### config.mk
export PLATFORM = sky130hd
export DESIGN_NAME = control_pipe
export DESIGN_NICKNAME = d
export VERILOG_FILES = /design/src/rtl/control_pipe.sv
export SDC_FILE = /design/constraint.sdc
export NUM_CORES = 1
export LEC_CHECK = 0
export ABC_AREA = 1
export CAP_MARGIN = 20
export CORE_MARGIN = 2
export CORE_UTILIZATION = 38
export CTS_CLUSTER_SIZE = 25
export DETAILED_ROUTE_END_ITERATION = 8
export SKIP_LAST_GASP = 1
export SLEW_MARGIN = 10
export SYNTH_ARGS = -nofsm -noshare
export SYNTH_HDL_FRONTEND = slang
export SYNTH_SLANG_ARGS = --single-unit
### constraint.sdc
create_clock -name clk -period 1.8 [get_ports clk]
set_input_delay 0.45 -clock clk [delete_from_list [all_inputs] [get_ports clk]]
set_output_delay 0.45 -clock clk [all_outputs]
set_load 0.005 [all_outputs]
### src/rtl/control_pipe.sv
// Pipelined control-word carrier for a 5-stage MIPS-style core: ID/EX, EX/MEM and MEM/WB
// control registers with load-use stall detection and branch flush.
module control_pipe (
  input  logic        clk,
  input  logic        rst,
  input  logic        inEnable,
  input  logic [11:0] inControl,
  input  logic [4:0]  inRs,
  input  logic [4:0]  inRt,
  input  logic [4:0]  inRd,
  input  logic        inBranchTaken,
  output logic        outRegDst,
  output logic [1:0]  outALUOp,
  output logic        outALUSrc,
  output logic        outBranch,
  output logic        outMemRead,
  output logic        outMemWrite,
  output logic [2:0]  outMemSize,
  output logic        outRegWrite,
  output logic        outMemtoReg,
  output logic [4:0]  outWriteReg,
  output logic        outStall,
  output logic        outFlush
);

  localparam int CTRL_W = 12;
  localparam int REG_W  = 5;

  logic [CTRL_W-1:0] ctrl_p0;
  logic [REG_W-1:0]  rt_p0;
  logic [REG_W-1:0]  rd_p0;
  logic [7:0]        ctrl_p1;
  logic [REG_W-1:0]  dest_p1;
  logic [1:0]        ctrl_p2;
  logic [REG_W-1:0]  dest_p2;

  logic              load_use;
  logic [REG_W-1:0]  dest_ex;
  logic              bubble_p0;

  always_comb begin
    load_use  = ctrl_p0[6] && (rt_p0 != '0) && ((rt_p0 == inRs) || (rt_p0 == inRt));
    dest_ex   = ctrl_p0[11] ? rd_p0 : rt_p0;
    // a taken branch squashes the dependent word anyway, so it never needs a stall
    bubble_p0 = inBranchTaken || load_use;
  end

  assign outStall = load_use && !inBranchTaken;
  assign outFlush = inBranchTaken;

  // ID -> EX boundary
  always_ff @(posedge clk or negedge rst) begin
    if (!rst) begin
      ctrl_p0 <= '0;
      rt_p0   <= '0;
      rd_p0   <= '0;
    end else if (inEnable) begin
      if (bubble_p0) begin
        ctrl_p0 <= '0;
        rt_p0   <= '0;
        rd_p0   <= '0;
      end else begin
        ctrl_p0 <= inControl;
        rt_p0   <= inRt;
        rd_p0   <= inRd;
      end
    end
  end

  // EX -> MEM boundary
  always_ff @(posedge clk or negedge rst) begin
    if (!rst) begin
      ctrl_p1 <= '0;
      dest_p1 <= '0;
    end else if (inEnable) begin
      if (inBranchTaken) begin
        ctrl_p1 <= '0;
        dest_p1 <= '0;
      end else begin
        ctrl_p1 <= ctrl_p0[7:0];
        dest_p1 <= dest_ex;
      end
    end
  end

  // MEM -> WB boundary
  always_ff @(posedge clk or negedge rst) begin
    if (!rst) begin
      ctrl_p2 <= '0;
      dest_p2 <= '0;
    end else if (inEnable) begin
      ctrl_p2 <= ctrl_p1[1:0];
      dest_p2 <= dest_p1;
    end
  end

  assign outRegDst   = ctrl_p0[11];
  assign outALUOp    = ctrl_p0[10:9];
  assign outALUSrc   = ctrl_p0[8];
  assign outBranch   = ctrl_p1[7];
  assign outMemRead  = ctrl_p1[6];
  assign outMemWrite = ctrl_p1[5];
  assign outMemSize  = ctrl_p1[4:2];
  assign outRegWrite = ctrl_p2[1];
  assign outMemtoReg = ctrl_p2[0];
  assign outWriteReg = dest_p2;

endmodule

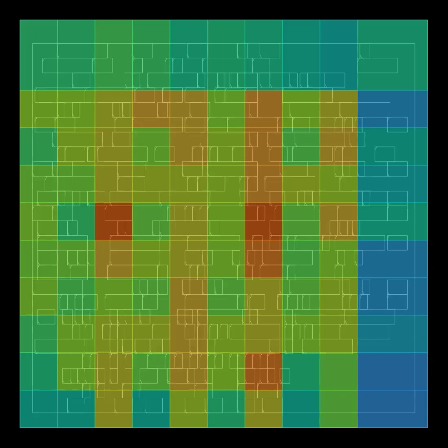
Figure 1: run 1, routing congestion.
routing usage on met1: 22.2%
met2 routing resource usage after global routing: 25.0%
met3 layer usage reported by global route: 3.21%

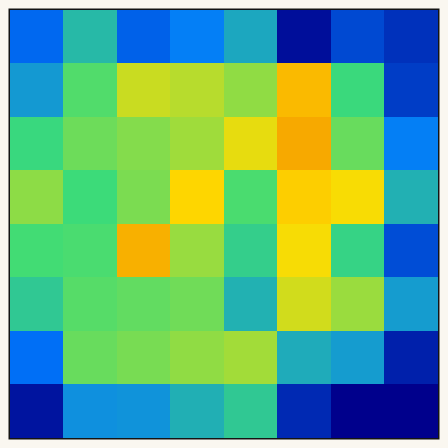
Figure 2: run 1, cell area per tile.
The die is cut into 8 by 8 equal tiles; dark blue is low, red is high, 0 to 100% covered.
The emptiest ninth of the die: south-east. The fullest tile reaches 81%. The densest ninth of the die: center. The mean over all tiles is 45%. 7.8% of the tiles are over 75% full. 3.1% of the tiles are nearly empty.

==> results.json, run 1 <==
{
  "cts.root.buffer_cell": "clkbuf_8",
  "drcViolationCount": 0,
  "n_clock_buffer": 8,
  "rr_worst_depth": 9,
  "setup.worst_path.end_class": "output port",
  "layout.nets": 312,
  "worst_setup_margin_ps": -54.1,
  "synth_cell_type_count": 18,
  "ys_top_logic_family": "simple AND/OR/NAND/NOR gates",
  "grt_max_degree": 43,
  "drt_first_iter_violations": 65,
  "slew_headroom_pct": 82.9,
  "violations_in_the_final_reports": "negative setup slack",
  "r2r_slack_ps": 300,
  "cts_hold_repair.buffers": 0,
  "totalPowerFinal_uw": 2120,
  "finalSetupViolCount": 1,
  "fmax_mhz": 539,
  "layout-drive-gt1-share_pct": 14.2,
  "registers.top_by_ff_count": "ctrl_p0",
  "top_area_cell": "dfrtp_1",
  "status": "complete, but fails checks",
  "row_count": 25,
  "synthCells": 226,
  "place_ws_ps": -711,
  "cells_traversed_along_the_worst_timing_path": "inv_2 -> nand2_1 -> nand2_1 -> nor2_1 -> nand3_1 -> nand2_1 -> nand2_2 -> nor2_2 -> buf_2",
  "synth-compound-area-share_pct": 6.53,
  "yosys-stat-cells": 226,
  "floorplan.tapcells": 67,
  "worst_ir_drop_vdd_uv": 457,
  "boundaryPins": 50,
  "seq_share_pct": 40.2,
  "final_instance_count_without_filler_cells": 349,
  "power_per_cell_area_mw_per_mm2": 807,
  "timing_max_transition_violations_final": 0,
  "clock_latency_ps": 280,
  "cts.reportedPaths.clkPinSlew_ps": 80,
  "critical_path.startpoint": "rt_p0[1]",
  "timing.setup.tns_ps": -54.1
}
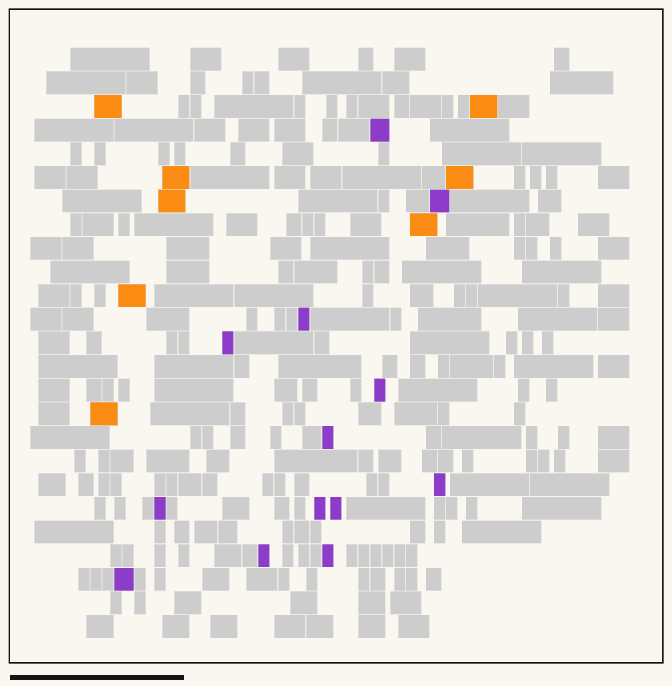
Figure 3: run 1, logic cells by family.
Scale bar: 20 µm.
Key: NOR gates = purple [cells 13, most used nor2_1]; AND-OR and OR-AND gates = orange [cells 8, most used a22o_1]

[run 1: power groups by stage]
stage / Sequential, µW / Combinational [µW] / Clock (µW)
after CTS: 1070 / 358 / 713
after global placement: 1090 / 362 / 0
after floorplan: 1080 / 159 / 0
after global routing: 1080 / 399 / 741
after detailed placement: 1090 / 366 / 0
final: 1070 / 352 / 692
[run 1: what timing repair did]
| action | in CTS | in global routing |
|---|---|---|
| resized | 15 | 4 |
| pin swaps | 7 | 4 |
| gates cloned | 0 | 0 |
| setup endpoints to repair | 2 | 2 |
| buffers inserted | 0 | 0 |
| endpoints found under the hold margin | 0 | 0 |
[run 1: critical path: cells and delay by family (launching register included)]
| family | cells | cell delay (ps) |
|---|---|---|
| simple gates | 7 | 540 |
| flops | 1 | 410 |
| buf+inv | 2 | 180 |
--- run 2 (diff from run 1) ---
- REMOVE_ABC_BUFFERS: unset -> 1
- SLEW_MARGIN: 10 -> 0
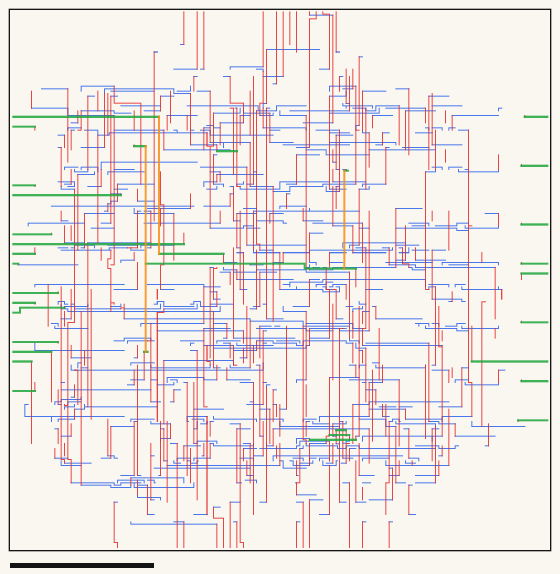
Figure 4: run 2, routed metal, one color a layer.
Scale bar: 20 µm.
Key: met4 = orange [wire length 61.2 µm]; met2 = red [wire length 2,060 µm]; met3 = green [wire length 201 µm]; met1 = blue [wire length 1,890 µm]

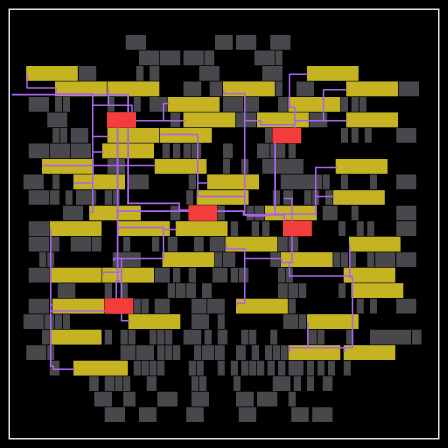
Figure 5: run 2, clock wires, drivers and flops.
Key: cells driving clock nets = red [count 5]; flip-flops = yellow [count 42]; clock wires = purple [length 520 µm]
There are 6 routed clock nets.

==> results.json, run 2 <==
{
  "layout.nets": 311,
  "p_comb_uw": 355,
  "synth-compound-area-share_pct": 6.53,
  "totalPowerFinal_uw": 2050,
  "floorplan.tapcells": 67,
  "rr_worst_depth": 9,
  "seq-power_uw": 1070,
  "cells_traversed_along_the_worst_timing_path": "inv_2 -> buf_4 -> nand4_1 -> o21ai_0 -> inv_1 -> nand2_2 -> nor2_2 -> buf_2",
  "place_ws_ps": -701,
  "timing_max_transition_violations_final": 0,
  "worst-path-buf-inv": 4,
  "critical-path-top-delay-family": "flip-flops",
  "clock_latency_ps": 300,
  "seq_share_pct": 40.6,
  "post-cts-setup-buffers": 0,
  "worst_setup_margin_ps": -96.1,
  "boundaryPins": 50,
  "power_per_cell_area_mw_per_mm2": 791,
  "layout-drive-gt1-share_pct": 13.2,
  "drcViolationCount": 0,
  "drt_first_iter_violations": 91,
  "cp_num_cells": 8,
  "finalSetupViolCount": 1,
  "final_instance_count_without_filler_cells": 348,
  "power.largest_group": "registers",
  "clock_net_power_uw": 627,
  "r2r_slack_ps": 250,
  "ys_top_logic_family": "simple AND/OR/NAND/NOR gates",
  "cts_hold_repair.buffers": 0,
  "status": "complete, but fails checks",
  "cts.reportedPaths.clkPinSlew_ps": 80,
  "violations_in_the_final_reports": "negative setup slack",
  "yosys-stat-cells": 226,
  "row_count": 25,
  "cts.root.buffer_cell": "clkbuf_8",
  "grt_max_degree": 43,
  "synthCells": 226
}
==> run 2: cell count changes in the layout (fill, tap and decap cells not counted) <==
| cell | delta |
|---|---|
| buf_4 | -1 |
| clkbuf_1 | +1 |
| clkbuf_8 | -2 |
| clkinv_2 | +1 |
| dfrtp_1 | +1 |
| dfrtp_2 | -1 |
==> run 2: metal layers <==
metal,global-route usage (%),vias up
li1,-,818
met1,21.0,763
met2,27.6,37
met3,3.88,7
met4,5.95,0
met5,0,-
==> run 2: worst max-delay path by stage <==
stage / from / endpoint / slack (ps)
after floorplan: inEnable / dest_p1[0] / -30
after global placement: inRt[1] / outStall / -660
after detailed placement: inRt[1] / outStall / -700
after CTS: rt_p0[0] / outStall / -140
after global routing: rt_p0[0] / outStall / -210
final: rt_p0[2] / outStall / -100
Power figures rest on the tool's default switching activity, not on a simulated workload.
